Figure 1. Wire density map.
The die is cut into 18 by 26 equal tiles; black is low, pale yellow is high, scaled to the fullest tile. Values are wire area over tile area, all layers added.
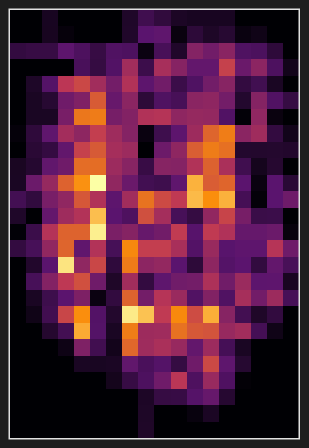
Figure 2. Metal 1.
Supply wires on this layer in grey.
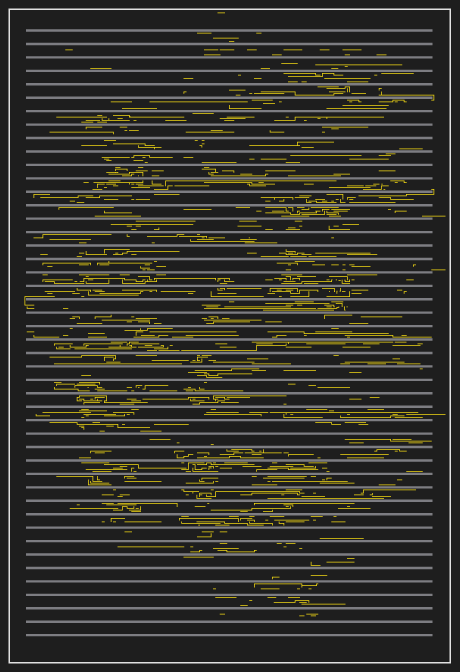
==> src/rtl/led_pattern_ctrl_if.sv <==
// Configuration channel for led_pattern_ctrl: valid/ready handshake carrying
// mode, two patterns and a brightness level.
interface led_pattern_ctrl_if #(
  parameter int NUM_LEDS = 4,
  parameter int PWM_BITS = 4
);
  logic                cfg_valid;
  logic                cfg_ready;
  logic [1:0]          cfg_mode;
  logic [NUM_LEDS-1:0] cfg_pat_a;
  logic [NUM_LEDS-1:0] cfg_pat_b;
  logic [PWM_BITS-1:0] cfg_bright;

  modport master (
    output cfg_valid, cfg_mode, cfg_pat_a, cfg_pat_b, cfg_bright,
    input  cfg_ready
  );

  modport slave (
    input  cfg_valid, cfg_mode, cfg_pat_a, cfg_pat_b, cfg_bright,
    output cfg_ready
  );
endinterface

==> src/rtl/led_pattern_ctrl.sv <==
// Status-LED driver: STATIC/BLINK/CHASE/BREATHE rendering with PWM dimming.
// Configurations are staged in a shadow register and only go live on a tick.
module led_pattern_ctrl #(
  parameter int                  NUM_LEDS = 4,
  parameter int                  TICK_DIV = 6_250_000,
  parameter int                  PWM_BITS = 4,
  parameter logic [NUM_LEDS-1:0] RST_PAT  = {{(NUM_LEDS-1){1'b0}}, 1'b1}
) (
  input  logic                clk,
  input  logic                rst,
  led_pattern_ctrl_if.slave   cfg,
  output logic                tick,
  output logic [NUM_LEDS-1:0] leds
);
  localparam int DIV_W = (TICK_DIV > 1) ? $clog2(TICK_DIV) : 1;
  localparam int CH_W  = $clog2(NUM_LEDS);

  localparam logic [DIV_W-1:0]    DIV_LAST = DIV_W'(TICK_DIV - 1);
  localparam logic [DIV_W-1:0]    DIV_ONE  = DIV_W'(1);
  localparam logic [DIV_W-1:0]    DIV_ZERO = {DIV_W{1'b0}};
  localparam logic [CH_W-1:0]     CH_LAST  = CH_W'(NUM_LEDS - 1);
  localparam logic [CH_W-1:0]     CH_ONE   = CH_W'(1);
  localparam logic [CH_W-1:0]     CH_ZERO  = {CH_W{1'b0}};
  localparam logic [PWM_BITS-1:0] PWM_ONE  = PWM_BITS'(1);
  localparam logic [PWM_BITS-1:0] PWM_FULL = {PWM_BITS{1'b1}};
  localparam logic [PWM_BITS-1:0] PWM_ZERO = {PWM_BITS{1'b0}};
  localparam logic [NUM_LEDS-1:0] PAT_ZERO = {NUM_LEDS{1'b0}};

  localparam logic [1:0] MODE_STATIC  = 2'd0;
  localparam logic [1:0] MODE_BLINK   = 2'd1;
  localparam logic [1:0] MODE_CHASE   = 2'd2;
  localparam logic [1:0] MODE_BREATHE = 2'd3;

  typedef enum logic {ST_IDLE = 1'b0, ST_PENDING = 1'b1} hs_state_e;

  hs_state_e           r_state, w_state_nxt;
  logic                r_ready;
  logic [DIV_W-1:0]    r_div;
  logic                r_tick;
  logic                w_wrap, w_accept, w_apply;

  logic [1:0]          r_sh_mode, r_mode;
  logic [NUM_LEDS-1:0] r_sh_pat_a, r_sh_pat_b, r_pat_a, r_pat_b;
  logic [PWM_BITS-1:0] r_sh_bright, r_bright;

  logic                r_phase;
  logic [CH_W-1:0]     r_chase_idx;
  logic [PWM_BITS-1:0] r_level, w_level_nxt;
  logic                r_dir_up, w_dir_up_nxt;
  logic [PWM_BITS-1:0] r_pwm;
  logic [NUM_LEDS-1:0] r_leds, w_rot, w_pattern;
  logic [PWM_BITS-1:0] w_duty;
  logic                w_on;

  assign w_wrap = (r_div == DIV_LAST);

  always_ff @(posedge clk or posedge rst) begin
    if (rst) begin
      r_div  <= DIV_ZERO;
      r_tick <= 1'b0;
      r_pwm  <= PWM_ZERO;
    end else begin
      r_div  <= w_wrap ? DIV_ZERO : (r_div + DIV_ONE);
      r_tick <= w_wrap;
      r_pwm  <= r_pwm + PWM_ONE;
    end
  end

  always_ff @(posedge clk or posedge rst) begin
    if (rst) begin
      r_state <= ST_IDLE;
      r_ready <= 1'b1;
    end else begin
      r_state <= w_state_nxt;
      r_ready <= (w_state_nxt == ST_IDLE);
    end
  end

  // A config captured at the wrap edge itself waits for the following wrap.
  always_comb begin
    w_state_nxt = r_state;
    w_accept    = 1'b0;
    w_apply     = 1'b0;
    case (r_state)
      ST_IDLE: begin
        if (cfg.cfg_valid) begin
          w_accept    = 1'b1;
          w_state_nxt = ST_PENDING;
        end else begin
          w_state_nxt = ST_IDLE;
        end
      end
      ST_PENDING: begin
        if (w_wrap) begin
          w_apply     = 1'b1;
          w_state_nxt = ST_IDLE;
        end else begin
          w_state_nxt = ST_PENDING;
        end
      end
      default: w_state_nxt = ST_IDLE;
    endcase
  end

  always_ff @(posedge clk or posedge rst) begin
    if (rst) begin
      r_sh_mode   <= MODE_STATIC;
      r_sh_pat_a  <= PAT_ZERO;
      r_sh_pat_b  <= PAT_ZERO;
      r_sh_bright <= PWM_ZERO;
    end else if (w_accept) begin
      r_sh_mode   <= cfg.cfg_mode;
      r_sh_pat_a  <= cfg.cfg_pat_a;
      r_sh_pat_b  <= cfg.cfg_pat_b;
      r_sh_bright <= cfg.cfg_bright;
    end
  end

  always_ff @(posedge clk or posedge rst) begin
    if (rst) begin
      r_mode      <= MODE_STATIC;
      r_pat_a     <= RST_PAT;
      r_pat_b     <= PAT_ZERO;
      r_bright    <= PWM_FULL;
      r_phase     <= 1'b0;
      r_chase_idx <= CH_ZERO;
      r_level     <= PWM_ZERO;
      r_dir_up    <= 1'b1;
    end else if (w_wrap) begin
      if (w_apply) begin
        r_mode      <= r_sh_mode;
        r_pat_a     <= r_sh_pat_a;
        r_pat_b     <= r_sh_pat_b;
        r_bright    <= r_sh_bright;
        r_phase     <= 1'b0;
        r_chase_idx <= CH_ZERO;
        r_level     <= PWM_ZERO;
        r_dir_up    <= 1'b1;
      end else begin
        r_phase     <= ~r_phase;
        r_chase_idx <= (r_chase_idx == CH_LAST) ? CH_ZERO : (r_chase_idx + CH_ONE);
        r_level     <= w_level_nxt;
        r_dir_up    <= w_dir_up_nxt;
      end
    end
  end

  // Triangle ramp: the direction flips on reaching an endpoint, so each endpoint lasts one tick.
  always_comb begin
    w_level_nxt  = r_level;
    w_dir_up_nxt = r_dir_up;
    if ((r_mode != MODE_BREATHE) || (r_bright == PWM_ZERO)) begin
      w_level_nxt  = PWM_ZERO;
      w_dir_up_nxt = 1'b1;
    end else if (r_dir_up) begin
      w_level_nxt  = r_level + PWM_ONE;
      w_dir_up_nxt = (w_level_nxt != r_bright);
    end else begin
      w_level_nxt  = r_level - PWM_ONE;
      w_dir_up_nxt = (w_level_nxt == PWM_ZERO);
    end
  end

  always_comb begin
    w_rot = PAT_ZERO;
    for (int i = 0; i < NUM_LEDS; i++) begin
      w_rot[(i + int'(r_chase_idx)) % NUM_LEDS] = r_pat_a[i];
    end
  end

  always_comb begin
    w_pattern = r_pat_a;
    case (r_mode)
      MODE_STATIC:  w_pattern = r_pat_a;
      MODE_BLINK:   w_pattern = r_phase ? r_pat_b : r_pat_a;
      MODE_CHASE:   w_pattern = w_rot;
      MODE_BREATHE: w_pattern = r_pat_a;
      default:      w_pattern = r_pat_a;
    endcase
  end

  assign w_duty = (r_mode == MODE_BREATHE) ? r_level : r_bright;
  assign w_on   = (w_duty == PWM_FULL) | (r_pwm < w_duty);

  always_ff @(posedge clk or posedge rst) begin
    if (rst) begin
      r_leds <= PAT_ZERO;
    end else begin
      r_leds <= w_pattern & {NUM_LEDS{w_on}};
    end
  end

  assign tick          = r_tick;
  assign leds          = r_leds;
  assign cfg.cfg_ready = r_ready;
endmodule

==> src/flat_wrapper.sv <==
// flat-port wrapper written by rule: the top's interface ports become plain ports
module led_pattern_ctrl_flat 
#(
  parameter int                  NUM_LEDS = 4,
  parameter int                  TICK_DIV = 6_250_000,
  parameter int                  PWM_BITS = 4,
  parameter logic [NUM_LEDS-1:0] RST_PAT  = {{(NUM_LEDS-1){1'b0}}, 1'b1}
)
  (clk, rst, tick, leds, cfg_cfg_valid, cfg_cfg_mode, cfg_cfg_pat_a, cfg_cfg_pat_b, cfg_cfg_bright, cfg_cfg_ready);
  led_pattern_ctrl_if #(.NUM_LEDS(NUM_LEDS), .PWM_BITS(PWM_BITS)) cfg_i ();
  input  logic clk;
  input  logic rst;
  output logic tick;
  output logic [NUM_LEDS-1:0] leds;
  input wire logic [$bits(cfg_i.cfg_valid)-1:0] cfg_cfg_valid;
  input wire logic [$bits(cfg_i.cfg_mode)-1:0] cfg_cfg_mode;
  input wire logic [$bits(cfg_i.cfg_pat_a)-1:0] cfg_cfg_pat_a;
  input wire logic [$bits(cfg_i.cfg_pat_b)-1:0] cfg_cfg_pat_b;
  input wire logic [$bits(cfg_i.cfg_bright)-1:0] cfg_cfg_bright;
  output wire logic [$bits(cfg_i.cfg_ready)-1:0] cfg_cfg_ready;
  assign cfg_i.cfg_valid = cfg_cfg_valid;
  assign cfg_i.cfg_mode = cfg_cfg_mode;
  assign cfg_i.cfg_pat_a = cfg_cfg_pat_a;
  assign cfg_i.cfg_pat_b = cfg_cfg_pat_b;
  assign cfg_i.cfg_bright = cfg_cfg_bright;
  assign cfg_cfg_ready = cfg_i.cfg_ready;
  led_pattern_ctrl #(.NUM_LEDS(NUM_LEDS), .TICK_DIV(TICK_DIV), .PWM_BITS(PWM_BITS), .RST_PAT(RST_PAT)) u_core (.clk(clk), .rst(rst), .cfg(cfg_i), .tick(tick), .leds(leds));
endmodule
==> config.mk <==
export PLATFORM = sky130hd
export DESIGN_NAME = led_pattern_ctrl_flat
export DESIGN_NICKNAME = d
export VERILOG_FILES = /design/src/rtl/led_pattern_ctrl_if.sv /design/src/rtl/led_pattern_ctrl.sv /design/src/flat_wrapper.sv
export SDC_FILE = /design/constraint.sdc
export NUM_CORES = 1
export LEC_CHECK = 0
export CAP_MARGIN = 10
export CORE_AREA = 3 3 86 129
export CTS_CLUSTER_DIAMETER = 200
export DETAILED_ROUTE_END_ITERATION = 8
export DIE_AREA = 0 0 89 132
export PLACE_DENSITY = 0.48
export SYNTH_ARGS = -nofsm -noshare
export SYNTH_HDL_FRONTEND = slang
export SYNTH_SLANG_ARGS = --single-unit
export TNS_END_PERCENT = 5
==> constraint.sdc <==
create_clock -name clk -period 2.6 [get_ports clk]
set_input_delay 0.26 -clock clk [delete_from_list [all_inputs] [get_ports clk]]
set_output_delay 0.26 -clock clk [all_outputs]
set_load 0.005 [all_outputs]
==> Slide: Implementation Results <==
Run Summary

Floorplanning
  • FP Core Util: 34.8%
  • Top Ports: 23
  • Die height: 132 um
  • Num rows: 45

Pwr
  • Power, Total: 2.71 mW
  • Static Leak: 1.89 nW

STA
  • Setup_tns: 0 ps
  • Worst Skew: 8.43 ps
  • PnR worst setup slack: 327 ps
  • RSZ-0062 raised after global routing: no
  • Slew Limit Fails: 0
  • Final setup viols: 0
  • Hold Vio Cnt, Final: 0
  • Slew @ Worst Pin: 522 ps
  • Rel. slew slack: 65.1%

Drt
  • Wire length on met1: 3120 um
  • Met2 WL: 3650 um
  • TritonRoute pass-1 iters: 4
  • Drt wl/cell: 15.4 um
  • Initial DRC Count: 88
  • DR vias/cell: 5.09
  • Antenna-violating nets left: 0

Synthesis
  • Top cells by count: 63 x dfrtp_1, 23 x nand2_1, 21 x nor2_1
  • Post-synth regs: 70
  • Syn Inst Count: 311
  • Most frequent cell after synthesis: dfrtp_1
  • Ys Warns: 0
  • Mapped Nets: 344
  • Top area contributor share: 45.0%
  • Synthesized area: 3510 um2
  • Asr flop ratio synth: 100%
  • Top area cell types: dfrtp_1 45%, mux2_2 6.4%, ha_1 5.7%
  • Number of enable flip-flop cells: 0
  • Yosys stat chip area: 3510 um2

GRT
  • Number of global-route vias before repair: 2415
  • First-pass GRT wire length: 12100 um
  • GR Overflow Total: 0
  • Largest net degree at the start of global routing: 34
  • GR Util met2: 21.6%

Finish
  • Commonest non-fill, non-tap cells in the layout: 63 x dfrtp_1, 23 x nand2_1, 22 x clkdlybuf4s50_1, 21 x nor2_1, 20 x mux2_2
  • Nets: 372
  • Logic area: 1650 um2
  • Most frequent logic cell in the layout: dfrtp_1
  • Layout cells sized above 1: 17.7%
  • Register with the most flip-flops: u_core.r_div
  • FILL cells: 954
  • Largest register FFs: 23
  • Flop area: 1760 um2

Run
  • Tool Warnings: 34
  • Maximum capacitance violations: 0

Placed design
  • DP Worst Slack: 324 ps
  • Placement Cell Area: 3870 um2

Clock network
  • Clk sinks: 70
  • Post-CTS resize count: 0
  • # H-tree levels: 3
  • Hold_buf cts: 0
  • Worst skew pair latency: 340 ps
  • Worst-case clock buffer depth: 2
  • Num CTS Buffers: 9

Worst setup path
  • FF-to-FF Start: u_core.r_div[0]$_DFF_PP0_
  • Crit-path max FO: 11
  • Crit-path slowest cell: or4_1
  • Worst path cell trace: ha_1, and3_1, nand2_1, or4_1, or4_1, nand2_1
  • Worst setup path startpoint: u_core.r_div[0]$_DFF_PP0_
  • Worst setup SP type: flop
  • CP max stage delay: 700 ps
  • Worst Path Buf+Inv: 0

Outcome
  • Status: completed

Hold path
  • Hold Path Class: primary input to asynchronous set/reset pin
-- Figure 1 (at the start) --
13% of the tiles are over half the peak. The mean over all tiles is 0.093. The fullest tile reaches 0.39.
final wirelength: 7120 um
DR vias: 2347
Total GRT Usage: 13.5%

-- Figure 2 (at the start) --
The layer carries 3120 um of wire. The layer holds 44% of the routed length.
met1 Use GR: 16.6%

-- per-stage QoR --
stage	instances	hold WS (ps)	util, %
finish	461	262	42.0
global route	461	299	42.0
CTS	461	273	42.0
detailed placement	445	486	38.4
global placement	445	466	38.4
floorplan	311	323	-
-- area by class of cell --
cell class | count | share of cell area [%]
tap | 117 | 3.46
clock buffer | 10 | 5.41
multi-input combinational | 218 | 38.9
inverter | 14 | 1.24
timing repair buffer | 26 | 6.21
clock inverter | 6 | 3.16
sequential | 70 | 41.6
-- cells by family after synthesis --
kind of cell | Yosys count | synth area share, %
compound gates | 44 | 8.03
xor+xnor | 27 | 6.75
mux | 34 | 11.6
buf+inv | 23 | 2.75
simple gates | 97 | 15.0
fa+ha+maj | 16 | 5.71
flops | 70 | 50.2
-- worst reg2reg max path, cell delays in order, from the launching register on --
cell and delay (ps):
dfrtp_1 400, ha_1 220, and3_1 260, nand2_1 100, or4_1 700, or4_1 470
nand2_1 80
-- path summary, 6_finish.rpt --
| path | to | slack, ps | cells past startpoint |
|---|---|---|---|
| max in group asynchronous | u_core.r_bright[0]$_DFFE_PP1P_ | 1710 | 3 |
| max | u_core.r_chase_idx[0]$_DFFE_PP0P_ | 330 | 6 |
| min reg2reg | u_core.r_pwm[0]$_DFF_PP0_ | 480 | 1 |
| min in group clk | u_core.r_pwm[0]$_DFF_PP0_ | 480 | 1 |
| max reg2reg | u_core.r_chase_idx[0]$_DFFE_PP0P_ | 330 | 6 |
| min | u_core.r_div[15]$_DFF_PP0_ | 260 | 2 |
-- report_power, final --
part / internal [mW] / leakage (nW) / switching [mW]
combinational: 0.0458 / 0.812 / 0.0313
clock: 1.03 / 0.177 / 0.469
sequential: 1.12 / 0.902 / 0.0143
Power is estimated from default activity; no workload was simulated.
